Run 1, wiring by layer:
Scale: 3 px per um. Two of the layers only.
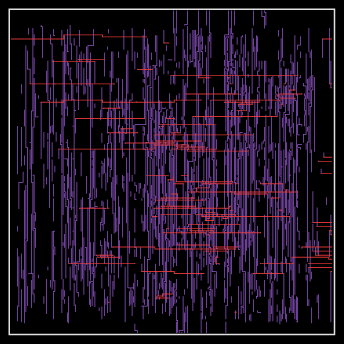
Run 1, selected gate families:
Scale: 3 px per um.
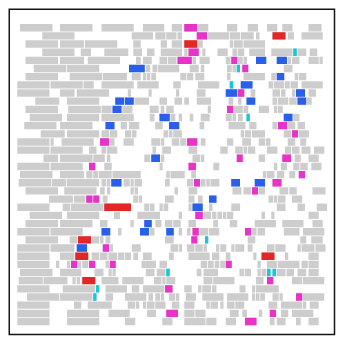
Run 1, close-up of the layout:
Window x 39 to 69, y 39 to 69 um. Cells in gray, sequential cells in the stronger gray; small squares are vias.
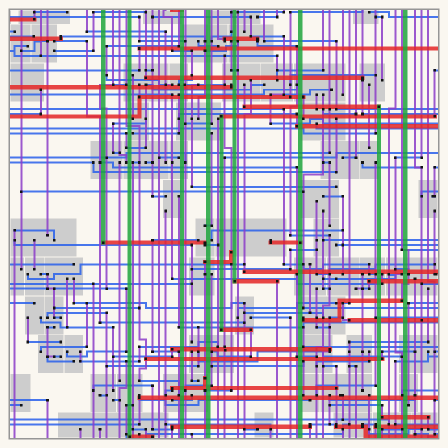
## config.mk

```make
export PLATFORM = sky130hd
export DESIGN_NAME = microseq_2910
export DESIGN_NICKNAME = d
export VERILOG_FILES = /design/src/rtl/microseq_2910.sv
export SDC_FILE = /design/constraint.sdc
export NUM_CORES = 1
export LEC_CHECK = 0
export CAP_MARGIN = 25
export CORE_MARGIN = 2
export CORE_UTILIZATION = 50
export CTS_CLUSTER_SIZE = 28
export DETAILED_ROUTE_END_ITERATION = 8
export PLACE_DENSITY = 0.68
export SKIP_CTS_REPAIR_TIMING = 1
export SYNTH_ARGS = -nofsm -noshare
export SYNTH_HDL_FRONTEND = slang
export SYNTH_SLANG_ARGS = --single-unit
```

## constraint.sdc

```tcl
create_clock -name clk -period 4.25 [get_ports clk]
set_input_delay 0.425 -clock clk [delete_from_list [all_inputs] [get_ports clk]]
set_output_delay 0.425 -clock clk [all_outputs]
set_load 0.02 [all_outputs]
```

## src/rtl/microseq_2910.sv

```systemverilog
// microseq_2910: Am2910-compatible microprogram sequencer for the micro-BESM control store.
// Optional build macro MICROSEQ_STACK_ERR_EN enables the sticky stack over/underflow flag on err.
module microseq_2910 #(
  parameter int AW     = 12,
  parameter int SDEPTH = 5
) (
  input  logic          clk,
  input  logic          reset,
  input  logic [3:0]    sqi,
  input  logic [AW-1:0] d,
  input  logic          ccen,
  input  logic          cc,
  input  logic          rld,
  input  logic          ci,
  output logic [AW-1:0] y,
  output logic          pe,
  output logic          me,
  output logic          ve,
  output logic          full,
  output logic          err
);

  localparam int SPW = $clog2(SDEPTH + 1);

  typedef enum logic [3:0] {
    SQ_JZ   = 4'd0,
    SQ_CJS  = 4'd1,
    SQ_JMAP = 4'd2,
    SQ_CJP  = 4'd3,
    SQ_PUSH = 4'd4,
    SQ_JSRP = 4'd5,
    SQ_CJV  = 4'd6,
    SQ_JRP  = 4'd7,
    SQ_RFCT = 4'd8,
    SQ_RPCT = 4'd9,
    SQ_CRTN = 4'd10,
    SQ_CJPP = 4'd11,
    SQ_LDCT = 4'd12,
    SQ_LOOP = 4'd13,
    SQ_CONT = 4'd14,
    SQ_TWB  = 4'd15
  } sqi_e;

  sqi_e           op;
  logic [AW-1:0]  upc_q, upc_d;
  logic [AW-1:0]  r_q, r_d;
  logic [AW-1:0]  stack_q [SDEPTH];
  logic [SPW-1:0] sp_q, sp_d;
  logic [SPW-1:0] tos_idx;
  logic [SPW-1:0] wr_idx;
  logic [AW-1:0]  tos;
  logic           pass;
  logic           rz;
  logic           do_push;
  logic           do_pop;
  logic           do_clear;
  logic           r_load;
  logic           r_dec;

  assign op      = sqi_e'(sqi);
  assign pass    = !ccen || cc;
  assign rz      = (r_q == '0);
  assign full    = (sp_q == SPW'(SDEPTH));
  assign tos_idx = sp_q - SPW'(1);
  assign tos     = (sp_q == '0) ? '0 : stack_q[tos_idx];
  // A push into a full stack overwrites the top entry instead of growing.
  assign wr_idx  = full ? SPW'(SDEPTH - 1) : sp_q;

  assign me = !reset && (op == SQ_JMAP);
  assign ve = !reset && (op == SQ_CJV);
  assign pe = !(me || ve);

  always_comb begin
    y        = upc_q;
    do_push  = 1'b0;
    do_pop   = 1'b0;
    do_clear = 1'b0;
    r_load   = 1'b0;
    r_dec    = 1'b0;
    case (op)
      SQ_JZ: begin
        y        = '0;
        do_clear = 1'b1;
      end
      SQ_CJS: begin
        if (pass) begin
          y       = d;
          do_push = 1'b1;
        end
      end
      SQ_JMAP: y = d;
      SQ_CJP:  if (pass) y = d;
      SQ_PUSH: begin
        do_push = 1'b1;
        r_load  = pass;
      end
      SQ_JSRP: begin
        y       = pass ? d : r_q;
        do_push = 1'b1;
      end
      SQ_CJV:  if (pass) y = d;
      SQ_JRP:  y = pass ? d : r_q;
      SQ_RFCT: begin
        if (!rz) begin
          y     = tos;
          r_dec = 1'b1;
        end else begin
          do_pop = 1'b1;
        end
      end
      SQ_RPCT: begin
        if (!rz) begin
          y     = d;
          r_dec = 1'b1;
        end
      end
      SQ_CRTN: begin
        if (pass) begin
          y      = tos;
          do_pop = 1'b1;
        end
      end
      SQ_CJPP: begin
        if (pass) begin
          y      = d;
          do_pop = 1'b1;
        end
      end
      SQ_LDCT: r_load = 1'b1;
      SQ_LOOP: begin
        if (pass) do_pop = 1'b1;
        else      y      = tos;
      end
      SQ_CONT: y = upc_q;
      SQ_TWB: begin
        // Two-way branch: pass exits the loop; a fail with r exhausted branches to d.
        do_pop = pass || rz;
        r_dec  = !rz;
        if (!pass) y = rz ? d : tos;
      end
      default: y = upc_q;
    endcase
    if (reset) y = '0;
  end

  assign upc_d = y + {{(AW-1){1'b0}}, ci};

  always_comb begin
    r_d = r_q;
    if (rld || r_load) r_d = d;
    else if (r_dec)    r_d = r_q - AW'(1);
  end

  always_comb begin
    sp_d = sp_q;
    if (do_clear)                      sp_d = '0;
    else if (do_push && !full)         sp_d = sp_q + SPW'(1);
    else if (do_pop && (sp_q != '0))   sp_d = sp_q - SPW'(1);
  end

  always_ff @(posedge clk) begin
    if (reset) begin
      upc_q <= '0;
      r_q   <= '0;
      sp_q  <= '0;
    end else begin
      upc_q <= upc_d;
      r_q   <= r_d;
      sp_q  <= sp_d;
    end
  end

  // Stack storage carries no reset; entries above sp are never read.
  always_ff @(posedge clk) begin
    if (!reset && do_push) stack_q[wr_idx] <= upc_q;
  end

`ifdef MICROSEQ_STACK_ERR_EN
  logic err_q, err_d;

  always_comb begin
    err_d = err_q;
    if ((do_push && full) || (do_pop && (sp_q == '0))) err_d = 1'b1;
  end

  always_ff @(posedge clk) begin
    if (reset) err_q <= 1'b0;
    else       err_q <= err_d;
  end

  assign err = err_q;
`else
  assign err = 1'b0;
`endif

endmodule

```

==> results.py, run 1 <==
# Generated from Yosys and OpenROAD reports
metrics = {
    "routing": {
        "wl_met1_um": 7220,
        "postRouteAntennaNets": 0,
        "highest-signal-layer": "met4",
        "drtPass1Iterations": 5,
        "wl_met3_um": 1080,
    },
    "power": {
        "powerSeq_uw": 989,
        "p_clk_share_pct": 27.8,
        "total_power_mw": 2.08,
        "p_per_area_nw_per_um2": 331,
        "power_leader": "registers",
        "powerClk_uw": 578,
        "pwr-share-seq_pct": 47.5,
        "p_int_mw": 1.44,
        "switching_power_uw": 645,
        "combPwrFrac_pct": 24.8,
        "switching_share_pct": 31.0,
    },
    "global_routing": {
        "use_met3_pct": 5.45,
        "overflow": 0,
        "grt_max_degree": 31,
        "gr-usage-met1_pct": 40.7,
        "grt_pass1_vias": 4513,
        "grt-busiest-layer": "met2",
        "use_met2_pct": 48.8,
        "grt_pass1_wl_um": 26200,
    },
    "sta": {
        "drv_slew": 0,
        "hold_slack_ns": 0.580,
        "setup_viol": 0,
        "hold_viol_final": 0,
        "worst_slew_pin_slew_ns": 0.665,
        "fin_setup_tns_ns": 0,
        "fin_crit_sh_pct": 97.6,
        "relSlewSlack_pct": 55.7,
        "fmax_mhz": 241,
        "layout_setup_ws_ns": 0.100,
    },
    "cells_and_area": {
        "fin_area_um2": 6300,
        "nNetsFinal": 600,
        "regMostFlops": "stack_q",
        "drive_gt1_share_pct": 15.1,
        "area_growth_syn_to_layout_pct": 16.6,
        "final_cell_mix": "edfxtp_1 (60), nor2_1 (55), clkdlybuf4s50_1 (35)",
        "final_cells": 712,
        "largest_reg_flops": 60,
        "reg.largest.list": "stack_q (60), r_q (12), upc_q (12)",
        "layout_top_cell": "edfxtp_1",
        "logic_area_um2": 2890,
    },
    "floorplanning": {
        "die_area_um2": 11600,
        "chipWidth_um": 108,
        "design.core.area_um2": 10400,
        "die_y_um": 108,
    },
    "synth": {
        "fa_ha_area_share_pct": 1.62,
        "synth_area_leader_cell": "edfxtp_1",
        "fp_nets": 558,
        "synth_seq_share_pct": 43.4,
        "ys_cells": 529,
        "yosysChipArea_um2": 5400,
        "top_cells_by_count": "edfxtp_1 (60), nor2_1 (55), nand2_1 (33), dfxtp_1 (27), o21ai_0 (24)",
        "syn_area_um2": 5400,
        "ys.flop_type": "edfxtp_1",
        "ys_ff": 87,
        "synth_cells": 529,
        "synth-edff-count": 60,
        "xor_area_share_pct": 2.92,
        "ys_warn_count": 0,
        "ys_top_cells_by_area": "edfxtp_1 (33%), dfxtp_1 (10%), mux4_2 (5.0%)",
        "syn_area_per_cell_um2": 10.2,
    },
    "critical_path": {
        "path_max_fanout": 8,
        "endpoint": "y[6]",
        "critPathMaxStageDelay_ns": 0.68,
        "worst-setup-path-type": "flop to primary output",
        "regToRegSetupSlack_ns": 0.45,
        "crit_chain": "inv_1, ha_4, buf_4, mux4_2, mux2_2, nand2_1, o41ai_1, o31ai_1, a211oi_4, clkdlybuf4s50_1",
        "cp_slowest_cell": "clkdlybuf4s50_1",
        "cp_num_buf_inv": 3,
        "crit_family": "AND-OR/OR-AND gates",
        "endpoint_kind": "primary output",
        "critical_path_depth": 10,
        "rr_endpoint": "upc_q[8]$_SDFF_PP0_",
        "reg2reg_depth": 17,
        "critPathArrivalTime_ns": 3.72,
    },
    "min_path": {
        "hold_start": "r_q[11]$_SDFFE_PP0P_",
        "worstHoldEndpoint": "r_q[11]$_SDFFE_PP0P_",
    },
    "placed_design": {
        "place_area_um2": 6050,
        "pre_cts_slack_ns": 0.205,
        "place.gp.congestion": 0.998,
        "port_buffers": 37,
        "dp_cells": 695,
    },
    "clock_network": {
        "clock-root-buffer": "clkbuf_8",
        "numCtsBuffers": 9,
        "clock_latency_ns": 0.37,
        "h-tree-depth": 3,
        "clk_pin_slew_worst_paths_ns": 0.09,
    },
    "run": {
        "drv_cap": 0,
        "tool_warnings": 29,
    },
    "outcome": {
        "status": "completed",
    },
}
Back to the opening pictures, 'wiring by layer':
Key: purple = met2 [wire length 8080 um]; red = met3 [wire length 1080 um]
total track usage: 30.6%
DR WL/cell: 23.9 um
via count: 4633
final wirelength: 17000 um

Back to the opening pictures, 'selected gate families':
Key: red = adder and majority cells [cells 7]; blue = AND-OR and OR-AND gates [cells 27]; magenta = AND and OR gates [cells 37]; cyan = inverters [cells 10]

Back to the opening pictures, 'close-up of the layout':
Key: green = met4; blue = met1; red = met3; purple = met2
56 logic cells have their middle in the window. Sequential cells in the window: 0. Most frequent: nand2_1 (10), nor2_1 (7), o21ai_0 (5).

run 1: worst register-to-register path: stages (launching register included):
cell and delay (ns):
dfxtp_1 0.40, inv_1 0.16, ha_1 0.26, xnor2_2 0.34, mux2i_1 0.16, nor2_1 0.29
a22o_1 0.19, a22oi_1 0.06, o211ai_1 0.16, o21ai_0 0.11, o2111ai_1 0.10, o211a_1 0.20
ha_1 0.23, ha_1 0.26, and4bb_1 0.23, nand4b_1 0.16, or3_1 0.36, nand2_1 0.09
run 1: cell type report:
type / instances / share of cell area (%)
multi-input combinational: 393 / 45.8
sequential: 87 / 37.2
timing repair buffer: 70 / 10.6
tap: 136 / 2.70
clock buffer: 10 / 2.03
clock inverter: 6 / 1.07
inverter: 10 / 0.596
--- run 2 (diff from run 1) ---
--- a/config.mk
+++ b/config.mk
@@ -5,12 +5,11 @@
 export SDC_FILE = /design/constraint.sdc
 export NUM_CORES = 1
 export LEC_CHECK = 0
-export CAP_MARGIN = 25
 export CORE_MARGIN = 2
-export CORE_UTILIZATION = 50
+export CORE_UTILIZATION = 52
 export CTS_CLUSTER_SIZE = 28
 export DETAILED_ROUTE_END_ITERATION = 8
-export PLACE_DENSITY = 0.68
+export PLACE_DENSITY = 0.7
 export SKIP_CTS_REPAIR_TIMING = 1
 export SYNTH_ARGS = -nofsm -noshare
 export SYNTH_HDL_FRONTEND = slang
==> constraint.sdc (replaced) <==
create_clock -name clk -period 4.25 [get_ports clk]
set_input_delay 0.425 -clock clk [delete_from_list [all_inputs] [get_ports clk]]
set_output_delay 0.425 -clock clk [all_outputs]
set_load 0.01 [all_outputs]
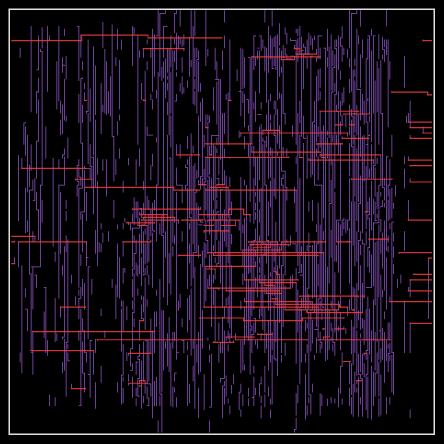
Run 2: wiring by layer
Scale: 4 px per um. Two of the layers only.
Key: purple = met2 [wire length 7760 um]; red = met3 [wire length 1040 um]

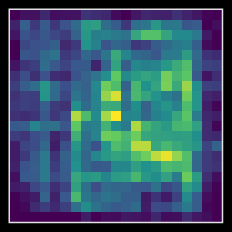
Run 2: wire density map
Scale: 2 px per um. The die is cut into 21 by 21 equal tiles; dark purple is low, yellow is high, scaled to the fullest tile. Values are wire area over tile area, all layers added.
The densest ninth of the die: center. 24% of the tiles are over half the peak. 5.7% of the tiles are nearly empty. The fullest tile reaches 0.71.

==> run 2 against run 1 <==
Register-to-register slack got worse by 0.22 ns; clock power is 5.7% higher; critical path type unchanged; cell count shrank 0.70%; combinational power decreased by 4%; core utilization up 0.92 points; routed wire length down 2.2%; die size is 3.7% lower; sequential power decreased by 0.5%; final area is 0.74% lower; sequential cell count unchanged.
==> results.py, run 2 <==
# Generated from Yosys and OpenROAD reports
metrics = {
    "synth": {
        "yosysChipArea_um2": 5400,
        "syn_area_per_cell_um2": 10.2,
        "ys_cells": 529,
        "ys.flop_type": "edfxtp_1",
        "synth_area_leader_cell": "edfxtp_1",
        "fp_nets": 558,
        "ys_top_cells_by_area": "edfxtp_1 (33%), dfxtp_1 (10%), mux4_2 (5.0%)",
        "top_cells_by_count": "edfxtp_1 (60), nor2_1 (55), nand2_1 (33), dfxtp_1 (27), o21ai_0 (24)",
        "synth-edff-count": 60,
        "ys_warn_count": 0,
        "syn_area_um2": 5400,
        "synth_cells": 529,
    },
    "critical_path": {
        "regToRegSetupSlack_ns": 0.23,
        "cp_num_buf_inv": 4,
        "cp_slowest_cell": "clkdlybuf4s50_1",
        "reg2reg_depth": 18,
        "critical_path_depth": 11,
        "crit_chain": "inv_1, ha_1, buf_6, mux4_2, o21ai_0, a21oi_1, a211o_1, o41ai_1, a221o_2, inv_2, clkdlybuf4s50_1",
        "rr_endpoint": "upc_q[8]$_SDFF_PP0_",
        "critPathMaxStageDelay_ns": 0.48,
        "endpoint": "y[7]",
        "worst-setup-path-type": "flop to primary output",
        "path_max_fanout": 13,
        "endpoint_kind": "primary output",
    },
    "floorplanning": {
        "die_area_um2": 11200,
        "chipWidth_um": 106,
        "n_tap_cell": 136,
    },
    "routing": {
        "wl_met1_um": 7230,
        "post_drt_wl_per_cell_um": 23.5,
        "drtPass1Iterations": 5,
        "postRouteAntennaNets": 0,
        "wl_met3_um": 1040,
        "highest-signal-layer": "met4",
        "via_count": 4630,
    },
    "cells_and_area": {
        "final_cell_mix": "edfxtp_1 (60), nor2_1 (55), clkdlybuf4s50_1 (37)",
        "flop-count": 87,
        "nNetsFinal": 595,
        "nNonClkBuffers": 65,
        "logic_area_um2": 2890,
        "clock_buffers": 9,
        "layout_top_cell": "edfxtp_1",
        "comb-cell-share_pct": 46.2,
        "sh_seq_area_pct": 37.5,
        "largest_cell_class": "multi-input combinational cells",
        "largest_reg_flops": 60,
        "regMostFlops": "stack_q",
        "reg.largest.list": "stack_q (60), r_q (12), upc_q (12)",
        "inverters": 10,
    },
    "sta": {
        "relSlewSlack_pct": 30.3,
        "fin_setup_tns_ns": 0,
        "worst_slew_pin_slew_ns": 1.04,
        "setup_viol": 0,
        "fin_crit_sh_pct": 97.7,
        "layout_setup_ws_ns": 0.0957,
        "fmax_mhz": 241,
    },
    "global_routing": {
        "overflow": 0,
        "grt_max_degree": 29,
        "grt_use_total_pct": 30.6,
        "gr-usage-met1_pct": 41.2,
        "grt_pass1_wl_um": 25700,
    },
    "run": {
        "tool_warnings": 30,
    },
    "power": {
        "p_int_mw": 1.43,
        "total_power_mw": 2.09,
        "combPwrFrac_pct": 23.8,
        "switching_share_pct": 31.6,
        "pwr-share-seq_pct": 47.0,
        "powerSeq_uw": 984,
        "power_leader": "registers",
        "powerClk_uw": 611,
        "p_per_area_nw_per_um2": 335,
        "switching_power_uw": 661,
    },
    "clock_network": {
        "clock_latency_ns": 0.40,
        "h-tree-depth": 3,
        "clk_pin_slew_worst_paths_ns": 0.10,
    },
    "min_path": {
        "worstHoldEndpoint": "stack_q[4][5]$_DFFE_PP_",
    },
    "outcome": {
        "status": "completed",
    },
    "placed_design": {
        "dp_cells": 691,
    },
}
run 2: cell counts after synthesis:
No cell type changed its count.
run 2: per-stage QoR:
stage                     hold slack [ns]  cell area [um2]
after floorplan                     0.493             5400
after global placement              0.546             6010
after detailed placement            0.561             6010
after CTS                           0.577             6210
after global routing                0.605             6250
final                               0.588             6250
run 2: kinds of logic (layout without fill, tap and decap cells):
logic type | after synthesis | count (layout) | synth area share (%)
buffers and inverters | 49 | 91 | 3.96
other | 1 | 1 | 0.0695
AND-OR/OR-AND | 142 | 142 | 19.9
AND/OR/NAND/NOR | 199 | 199 | 20.4
flip-flops | 87 | 87 | 43.4
adder cells (fa/ha/maj) | 7 | 7 | 1.62
multiplexers | 26 | 26 | 7.74
XOR/XNOR | 18 | 18 | 2.92
--- run 3 (diff from run 2) ---
--- a/config.mk
+++ b/config.mk
@@ -5,6 +5,7 @@
 export SDC_FILE = /design/constraint.sdc
 export NUM_CORES = 1
 export LEC_CHECK = 0
+export CORE_ASPECT_RATIO = 0.7
 export CORE_MARGIN = 2
 export CORE_UTILIZATION = 52
 export CTS_CLUSTER_SIZE = 28
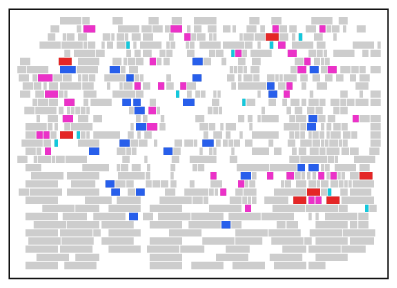
Run 3: selected gate families
Scale: 3 px per um.
Key: red = adder and majority cells [cells 7]; blue = AND-OR and OR-AND gates [cells 27]; cyan = inverters [cells 10]; magenta = AND and OR gates [cells 37]
highest-count logic cell in the final layout: edfxtp_1
logic share of the area: 45.3%
final cell count without fillers: 708

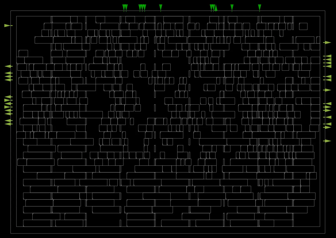
Run 3: cell placement
fillcell total: 849
fin util: 62.1%
tap cells: 132
core area: 10200 um2

==> run 3 against run 2 <==
Register-to-register slack gained 0.22 ns; global-route usage grew 0.25 points; worst setup slack gained 0.066 ns; clock skew down 0.012 ns; critical path type unchanged; largest power group unchanged; highest routed layer is now met5.
==> results.py, run 3 <==
# Generated from Yosys and OpenROAD reports
metrics = {
    "critical_path": {
        "path_max_fanout": 9,
        "rr_endpoint": "upc_q[8]$_SDFF_PP0_",
        "reg2reg_depth": 17,
        "regToRegSetupSlack_ns": 0.45,
        "crit_chain": "inv_1, ha_1, xnor2_2, buf_4, mux2i_1, nor2_1, mux2i_1, a21oi_1, a21o_1, o21ai_0, a211oi_2, clkdlybuf4s50_1",
        "cp_slowest_cell": "clkdlybuf4s50_1",
        "critPathMaxStageDelay_ns": 0.58,
        "critical_path_depth": 12,
        "critPathArrivalTime_ns": 3.66,
        "endpoint_kind": "primary output",
        "worst-setup-path-type": "flop to primary output",
        "endpoint": "y[11]",
    },
    "clock_network": {
        "clock-root-buffer": "clkbuf_16",
        "clock_latency_ns": 0.34,
        "numCtsBuffers": 9,
        "clk_pin_slew_worst_paths_ns": 0.08,
    },
    "cells_and_area": {
        "largest_cell_class": "multi-input combinational cells",
        "nNonClkBuffers": 70,
        "largest_reg_flops": 60,
        "nNetsFinal": 600,
        "drive_gt1_share_pct": 15.5,
        "regMostFlops": "stack_q",
        "area_growth_syn_to_layout_pct": 17.8,
        "final_cell_mix": "edfxtp_1 (60), nor2_1 (55), clkdlybuf4s50_1 (36)",
        "clock_buffers": 9,
        "logic_area_um2": 2880,
        "reg.largest.list": "stack_q (60), r_q (12), upc_q (12)",
        "inverters": 10,
    },
    "synth": {
        "ys.flop_type": "edfxtp_1",
        "top_cells_by_count": "edfxtp_1 (60), nor2_1 (55), nand2_1 (33), dfxtp_1 (27), o21ai_0 (24)",
        "synth_seq_share_pct": 43.4,
        "synth_cells": 529,
        "ys_cells": 529,
        "yosysChipArea_um2": 5400,
        "ys_top_cells_by_area": "edfxtp_1 (33%), dfxtp_1 (10%), mux4_2 (5.0%)",
        "synth-edff-count": 60,
    },
    "sta": {
        "drv_slew": 0,
        "worst_slew_pin_slew_ns": 1.13,
        "fin_crit_sh_pct": 96.2,
        "relSlewSlack_pct": 24.6,
        "hold_viol_final": 0,
        "fmax_mhz": 245,
        "fin_setup_tns_ns": 0,
    },
    "global_routing": {
        "grt_max_degree": 29,
        "use_met2_pct": 43.5,
        "grt-busiest-layer": "met1",
        "overflow": 0,
        "use_met3_pct": 8.20,
        "grt_pass1_wl_um": 25800,
        "gr-usage-met1_pct": 46.6,
    },
    "routing": {
        "drt-total-wl_um": 17100,
        "drtPass1Iterations": 5,
        "wl_met3_um": 1670,
        "highest-signal-layer": "met5",
        "via_count": 4690,
        "postRouteAntennaNets": 0,
        "post_drt_wl_per_cell_um": 24.2,
    },
    "run": {
        "tool_warnings": 29,
        "drv_cap": 0,
    },
    "min_path": {
        "hold_start": "upc_q[11]$_SDFF_PP0_",
        "worstHoldEndpoint": "stack_q[2][11]$_DFFE_PP_",
    },
    "power": {
        "powerClk_uw": 798,
        "power_leader": "registers",
        "switching_power_uw": 715,
        "combPwrFrac_pct": 22.0,
    },
    "outcome": {
        "status": "completed",
    },
    "placed_design": {
        "dp_cells": 692,
        "port_buffers": 37,
    },
    "floorplanning": {
        "die_area_um2": 11200,
    },
}
## run 3: stage by stage
stage / util (%) / setup WS, ns / power (mW) / instance area (um2) / hold WS (ns)
floorplan: - / 0.289 / 1.31 / 5400 / 0.493
global placement: 58.9 / 0.307 / 1.48 / 6030 / 0.564
detailed placement: 58.9 / 0.267 / 1.49 / 6030 / 0.567
CTS: 61.8 / 0.0294 / 2.27 / 6330 / 0.584
global route: 62.1 / -0.00617 / 2.36 / 6360 / 0.595
finish: 62.1 / 0.162 / 2.29 / 6360 / 0.589
## run 3: kinds of logic after synthesis
group	count (synthesis)	synth area share (%)
compound gates	142	19.9
simple gates	199	20.4
flops	87	43.4
mux	26	7.74
other cells	1	0.0695
buf+inv	49	3.96
xor+xnor	18	2.92
fa+ha+maj	7	1.62
Power is estimated from default activity; no workload was simulated.
